## src/rtl/l3_ctrl_pkg.sv

```systemverilog
`default_nettype none
// ============================================================================
// Module      : l3_ctrl_pkg
// Description : Shared types, sizes and helpers for the L3 fill controller.
//               Provides the controller state encoding, line geometry
//               constants and the line-base address helper.
// Revision    : 1.0 - initial release
// ============================================================================
package l3_ctrl_pkg;

    localparam int L3_ADDR_WIDTH     = 32;
    localparam int WORD_BITS         = 32;
    localparam int WORDS_PER_LINE    = 4;
    localparam int LINE_BITS         = WORDS_PER_LINE * WORD_BITS;
    localparam int BEAT_BITS         = 2;
    localparam int LINE_OFFSET_BITS  = 4;

    typedef enum logic [2:0] {
        ST_IDLE    = 3'd0,
        ST_LOOKUP  = 3'd1,
        ST_FILL_RD = 3'd2,
        ST_FILL_WR = 3'd3,
        ST_WR_RAM  = 3'd4,
        ST_RESP    = 3'd5
    } l3_ctrl_state_t;

    // Byte address of the first byte of the line containing addr.
    function automatic logic [L3_ADDR_WIDTH-1:0] line_base(
        input logic [L3_ADDR_WIDTH-1:0] addr
    );
        return {addr[L3_ADDR_WIDTH-1:LINE_OFFSET_BITS], {LINE_OFFSET_BITS{1'b0}}};
    endfunction

endpackage
`default_nettype wire

```

## src/rtl/l3_line_assembler.sv

```systemverilog
`default_nettype none
// ============================================================================
// Module      : l3_line_assembler
// Description : Collects RAM words into one cache line. A beat counter
//               selects the word slot written on each wr_en; clr restarts
//               assembly from word 0 with an empty line.
// Ports       : clk, rst_n     - clock, async active-low reset
//               clr            - restart assembly (beat 0, line cleared)
//               wr_en, wdata   - store wdata into the current word slot
//               beat           - index of the word slot to be written next
//               line           - assembled line, word 0 in the low bits
//               last_beat      - current slot is the final word of the line
// Revision    : 1.0 - initial release
// ============================================================================
module l3_line_assembler
    import l3_ctrl_pkg::*;
(
    input  logic                 clk,
    input  logic                 rst_n,
    input  logic                 clr,
    input  logic                 wr_en,
    input  logic [WORD_BITS-1:0] wdata,
    output logic [BEAT_BITS-1:0] beat,
    output logic [LINE_BITS-1:0] line,
    output logic                 last_beat
);

    logic [BEAT_BITS-1:0] r_beat;
    logic [LINE_BITS-1:0] r_line;

    always_ff @(posedge clk or negedge rst_n) begin
        if (!rst_n) begin
            r_beat <= '0;
            r_line <= '0;
        end else if (clr) begin
            r_beat <= '0;
            r_line <= '0;
        end else if (wr_en) begin
            r_line[WORD_BITS*r_beat +: WORD_BITS] <= wdata;
            r_beat <= r_beat + 1'b1;
        end
    end

    assign beat      = r_beat;
    assign line      = r_line;
    assign last_beat = (r_beat == BEAT_BITS'(WORDS_PER_LINE - 1));

endmodule
`default_nettype wire

```

## src/rtl/l3_fill_controller.sv

```systemverilog
`default_nettype none
// ============================================================================
// Module      : l3_fill_controller
// Description : Sequencer between L2 and word-wide main RAM for the L3 cache.
//               One request at a time: cache lookup, line fill on read miss
//               (four RAM word reads, one cache fill), write-through with
//               no write allocate.
// Ports       : up_*    - L2 request/response
//               c_mem_* - cache lookup / word write, c_cache_hit result
//               c_fill_*- cache line fill
//               ram_*   - main RAM word request, held until ram_ack
// Revision    : 1.0 - initial release
// ============================================================================
module l3_fill_controller
    import l3_ctrl_pkg::*;
#(
    parameter int ADDR_WIDTH = L3_ADDR_WIDTH,
    parameter int DATA_WIDTH = WORD_BITS,
    parameter int LINE_SIZE  = 16
) (
    input  logic                   clk,
    input  logic                   rst_n,
    input  logic                   up_req_valid,
    output logic                   up_req_ready,
    input  logic                   up_we,
    input  logic [ADDR_WIDTH-1:0]  up_addr,
    input  logic [DATA_WIDTH-1:0]  up_wdata,
    output logic                   up_resp_valid,
    output logic                   up_resp_hit,
    output logic [LINE_SIZE*8-1:0] up_rdata,
    output logic                   c_mem_valid,
    output logic                   c_mem_we,
    output logic [ADDR_WIDTH-1:0]  c_mem_addr,
    output logic [DATA_WIDTH-1:0]  c_mem_w_data,
    input  logic [LINE_SIZE*8-1:0] c_mem_r_data,
    input  logic                   c_cache_hit,
    output logic                   c_fill_en,
    output logic                   c_fill_mark_valid,
    output logic [ADDR_WIDTH-1:0]  c_fill_addr,
    output logic [LINE_SIZE*8-1:0] c_fill_data,
    output logic                   ram_req,
    output logic                   ram_we,
    output logic [ADDR_WIDTH-1:0]  ram_addr,
    output logic [DATA_WIDTH-1:0]  ram_wdata,
    input  logic                   ram_ack,
    input  logic [DATA_WIDTH-1:0]  ram_rdata
);

    l3_ctrl_state_t          r_state;
    l3_ctrl_state_t          w_state_next;
    logic                    r_we;
    logic [ADDR_WIDTH-1:0]   r_addr;
    logic [DATA_WIDTH-1:0]   r_wdata;
    logic                    r_hit;
    logic [LINE_SIZE*8-1:0]  r_rdata;

    logic                    w_asm_clr;
    logic                    w_asm_wr;
    logic [BEAT_BITS-1:0]    w_beat;
    logic [LINE_BITS-1:0]    w_asm_line;
    logic                    w_last_beat;
    logic [ADDR_WIDTH-1:0]   w_line_base;

    assign w_line_base = line_base(r_addr);

    l3_line_assembler u_line_asm (
        .clk       (clk),
        .rst_n     (rst_n),
        .clr       (w_asm_clr),
        .wr_en     (w_asm_wr),
        .wdata     (ram_rdata),
        .beat      (w_beat),
        .line      (w_asm_line),
        .last_beat (w_last_beat)
    );

    always_ff @(posedge clk or negedge rst_n) begin
        if (!rst_n) begin
            r_state <= ST_IDLE;
        end else begin
            r_state <= w_state_next;
        end
    end

    // Request latch, hit flag and response line.
    always_ff @(posedge clk or negedge rst_n) begin
        if (!rst_n) begin
            r_we    <= 1'b0;
            r_addr  <= '0;
            r_wdata <= '0;
            r_hit   <= 1'b0;
            r_rdata <= '0;
        end else begin
            if (r_state == ST_IDLE && up_req_valid) begin
                r_we    <= up_we;
                r_addr  <= up_addr;
                r_wdata <= up_wdata;
            end
            if (r_state == ST_LOOKUP) begin
                r_hit <= c_cache_hit;
                if (!r_we && c_cache_hit) begin
                    r_rdata <= c_mem_r_data;
                end
            end
            if (r_state == ST_FILL_WR) begin
                r_rdata <= w_asm_line;
            end
        end
    end

    // Outputs are decoded from state so every strobe is zero outside the
    // state that owns it (and therefore zero during reset).
    always_comb begin
        w_state_next      = r_state;
        up_req_ready      = 1'b0;
        up_resp_valid     = 1'b0;
        up_resp_hit       = 1'b0;
        up_rdata          = '0;
        c_mem_valid       = 1'b0;
        c_mem_we          = 1'b0;
        c_mem_addr        = '0;
        c_mem_w_data      = '0;
        c_fill_en         = 1'b0;
        c_fill_mark_valid = 1'b0;
        c_fill_addr       = '0;
        c_fill_data       = '0;
        ram_req           = 1'b0;
        ram_we            = 1'b0;
        ram_addr          = '0;
        ram_wdata         = '0;
        w_asm_clr         = 1'b0;
        w_asm_wr          = 1'b0;

        case (r_state)
            ST_IDLE: begin
                up_req_ready = 1'b1;
                if (up_req_valid) begin
                    w_state_next = ST_LOOKUP;
                end
            end
            ST_LOOKUP: begin
                c_mem_valid  = 1'b1;
                c_mem_we     = r_we;
                c_mem_addr   = r_addr;
                c_mem_w_data = r_wdata;
                if (r_we) begin
                    // The cache gates its own word update on hit.
                    w_state_next = ST_WR_RAM;
                end else if (c_cache_hit) begin
                    w_state_next = ST_RESP;
                end else begin
                    w_asm_clr    = 1'b1;
                    w_state_next = ST_FILL_RD;
                end
            end
            ST_FILL_RD: begin
                ram_req  = 1'b1;
                ram_addr = {w_line_base[ADDR_WIDTH-1:LINE_OFFSET_BITS], w_beat, 2'b00};
                w_asm_wr = ram_ack;
                if (ram_ack && w_last_beat) begin
                    w_state_next = ST_FILL_WR;
                end
            end
            ST_FILL_WR: begin
                c_fill_en         = 1'b1;
                c_fill_mark_valid = 1'b1;
                c_fill_addr       = w_line_base;
                c_fill_data       = w_asm_line;
                w_state_next      = ST_RESP;
            end
            ST_WR_RAM: begin
                ram_req   = 1'b1;
                ram_we    = 1'b1;
                ram_addr  = {r_addr[ADDR_WIDTH-1:2], 2'b00};
                ram_wdata = r_wdata;
                if (ram_ack) begin
                    w_state_next = ST_RESP;
                end
            end
            ST_RESP: begin
                up_resp_valid = 1'b1;
                up_resp_hit   = r_hit;
                up_rdata      = r_we ? '0 : r_rdata;
                w_state_next  = ST_IDLE;
            end
            default: begin
                w_state_next = ST_IDLE;
            end
        endcase
    end

endmodule
`default_nettype wire

```

## config.mk

```make
export PLATFORM = sky130hd
export DESIGN_NAME = l3_fill_controller
export DESIGN_NICKNAME = d
export VERILOG_FILES = /design/src/rtl/l3_ctrl_pkg.sv /design/src/rtl/l3_line_assembler.sv /design/src/rtl/l3_fill_controller.sv
export SDC_FILE = /design/constraint.sdc
export NUM_CORES = 1
export LEC_CHECK = 0
export ABC_AREA = 0
export CORE_AREA = 2 2 252 254
export CTS_BUF_LIST = sky130_fd_sc_hd__clkbuf_8
export DETAILED_ROUTE_END_ITERATION = 16
export DIE_AREA = 0 0 254 256
export GPL_ROUTABILITY_DRIVEN = 0
export SETUP_SLACK_MARGIN = 0.2
export SKIP_CTS_REPAIR_TIMING = 1
export SLEW_MARGIN = 40
export SYNTH_ARGS = -nofsm -noshare
export SYNTH_HDL_FRONTEND = slang
export SYNTH_HIERARCHICAL = 1
export SYNTH_SLANG_ARGS = --single-unit
```

## constraint.sdc

```tcl
create_clock -name clk -period 2.4 [get_ports clk]
set_clock_uncertainty 0.1 [all_clocks]
set_input_delay 0.48 -clock clk [delete_from_list [all_inputs] [get_ports clk]]
set_output_delay 0.48 -clock clk [all_outputs]
set_load 0.02 [all_outputs]
```

==> results.txt <==
Status: complete, but fails checks
Violated checks: setup timing
WS Path Type: reg2out
Drt initial violations: 1126
Final Cycle Share: 1.36
Ratio of cells with drive above 1 in the final layout: 0.193
Core ar.: 62400 sq um
DP Worst Slack: -226 ps
Reg2Reg Setup Slack: -240 ps
RSZ-0062 raised after global routing: yes
Buffer levels on the longest clock path: 3
CP required: 1820 ps
Hold_ws: 238 ps
Slew margin rel.: 0.427
CTS clk-pin slew, worst paths: 70 ps
Pin slew with the least headroom to its limit: 858 ps
Worst Reg-to-Reg Cells: 9
Root buffer cell: clkbuf_8
Cell taking the most area after synthesis: dfrtp_1
OpenROAD warnings: 36
RR Startpoint: r_state[1]
Final worst slack: -873 ps
Total gr overflow: 0
Most frequent cells in the layout: clkdlybuf4s50_1 (508), dfrtp_1 (325), and2_1 (220), and3_1 (185), inv_1 (179)
Commonest flop: dfrtp_1
Dpl cells: 3104
Die area: 65000 sq um
Leak: 12.2 nW
HP Class: in2async
Yosys chip area: 17200 sq um
Top cells by area: dfrtp_1 (48%), and2_1 (8.1%), and3_1 (6.8%)
Ports: 655
Total Power: 31.5 mW
Post-synth EDFFs: 0
Vias in the first global route: 16.9k
Most used logic cell in the final layout: clkdlybuf4s50_1
# fillers: 6042
Ys Warns: 6
Setup violations, final: 544
CP max stage cell: clkdlybuf4s50_1
Reg-to-Reg End: u_line_asm/line[25]
Non-filler cells, final: 3243
H-Tree Depth: 2
Final core utilization: 0.428
CP Depth: 6
WL per Instance: 25.8 um
First-pass GRT wire length: 116 mm
CP Buf/Inv Count: 4
#FFs+latches synth: 327
Largest net degree at the start of global routing: 130
Reg area: 8190 sq um
Router iterations before antenna repair: 5
Max Cap Violations: 0
-- cells by family (layout without fill, tap and decap cells) --
| family | Yosys count | in the layout | synth area share |
|---|---|---|---|
| AND/OR/NAND/NOR | 547 | 547 | 0.195 |
| multiplexers | 67 | 67 | 0.0437 |
| flip-flops | 327 | 327 | 0.476 |
| adder cells (fa/ha/maj) | 6 | 6 | 0.00437 |
| XOR/XNOR | 1 | 1 | 0.000510 |
| buffers and inverters | 362 | 1037 | 0.0913 |
| AND-OR/OR-AND | 398 | 398 | 0.189 |
| other | 1 | 14 | 0.000218 |
-- power breakdown --
part	switching [mW]	leakage, nW	internal [mW]	total [mW]
registers	1.88	4.05	7.68	9.56
clock network	2.59	0.783	3.62	6.20
logic	8.86	7.33	6.84	15.7
-- cell usage after synthesis, drive strengths merged (2+ instances only) --
cell	count
nand3	10
buf	62
nand2b	2
clkbuf	135
nand2	35
inv	165
mux2i	2
dfrtp	327
a32o	54
nand4	32
and2	224
nor3	2
nor4b	3
o2bb2ai	42
o32ai	160
and3	188
mux2	65
nor2	5
a21oi	134
a21o	2
a22oi	2
or3b	3
nor2b	39
ha	6
-- metal layers --
| layer | track usage | wire length [um] |
|---|---|---|
| met5 | 0 | 111 |
| met4 | 0.0781 | 2650 |
| met3 | 0.0690 | 6850 |
| met2 | 0.418 | 41800 |
| met1 | 0.287 | 32300 |
-- area by class of cell --
class	instances	share of cell area
inverters	165	0.0233
clock buffers	80	0.0413
well taps	846	0.0397
diodes	8	0.000750
multi-input cells	1025	0.285
repair buffers	759	0.292
clock inverters	33	0.0112
flip-flops and latches	327	0.307
-- worst register-to-register path, cell delays in order, from the launching register on --
cell     delay (ps)
dfrtp_4         420
buf_4           300
buf_16          270
inv_1           130
nor4b_4         410
buf_12          210
a21oi_4         100
buf_8           170
buf_8           160
a32o_1          220
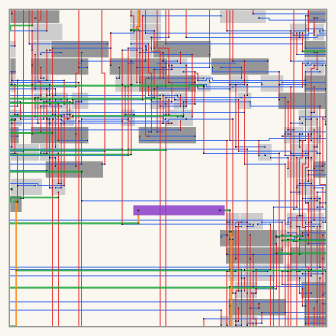
**Above:** close-up of the layout.
Window x 166 to 216, y 167 to 217 um. Cells in gray, sequential cells in the stronger gray; small squares are vias.
color	layer
red	M2
blue	M1
orange	M4
green	M3
purple	M5
netlist names of flops here include	u_line_asm/line (14), r_rdata (1)
sequential cells in the window	15
most frequent	dfrtp_1 (15), o2bb2ai_1 (15), nand4_1 (13)
cells with their middle in the window	67

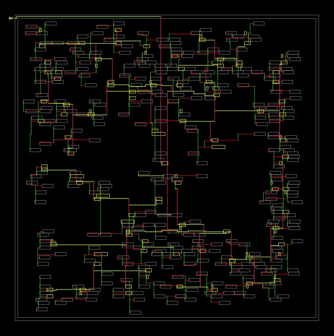
**Above:** the clock network.
total CTS buffers: 61
Worst-Skew Late Latency: 670 ps
clock sinks: 327
# clk buffers: 80
FFs & Latches: 327

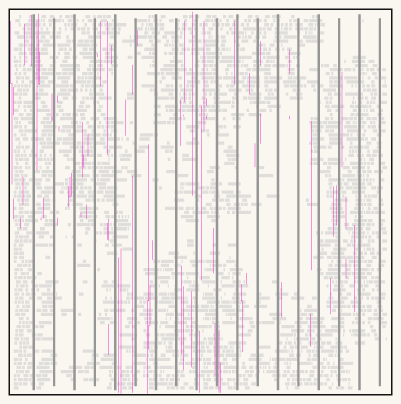
**Above:** metal 4.
Drawn at 1.5 px/um. Supply wires on this layer in gray.
main direction	vertical
longest straight run	144 um
routed vias: 16.5k
Routed WL: 83.7 mm

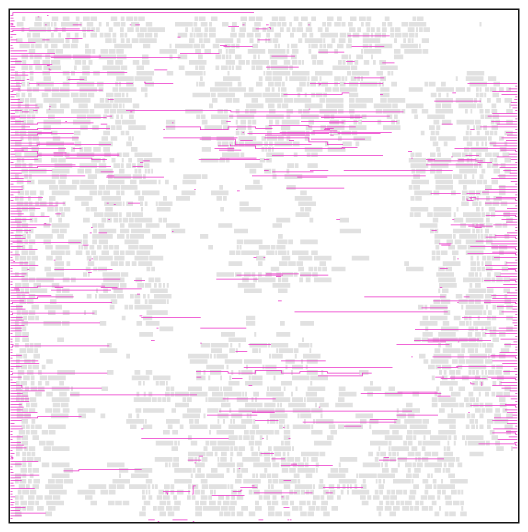
**Above:** signal wires on met3.
Drawn at 2 px/um.
share of all routed wire	8.2%
longest straight run	121 um
main direction	horizontal
wire length on this layer	6850 um
nets with wire on the layer	447
M3 GR Usage: 0.0690

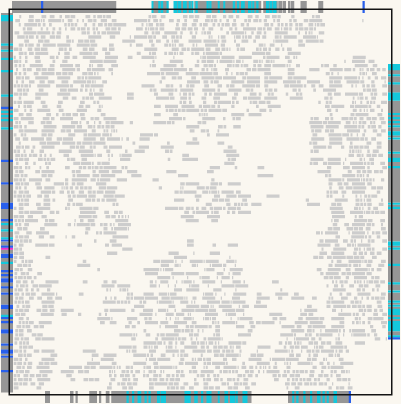
**Above:** ports around the boundary.
Drawn at 1.5 px/um. Pins as bars across the die edge, other pins in gray.
color	port	pins	direction	edge
cyan	c_fill_data	128	output	41 bottom, 40 right, 30 top, 17 left
magenta	c_fill_en	1	output	left
blue	c_fill_addr	32	output	28 left, 2 top, 1 right, 1 bottom
Port-buffer cells: 648
die width: 254 um
height of the die: 256 um

Power and IR drop assume default switching activity.
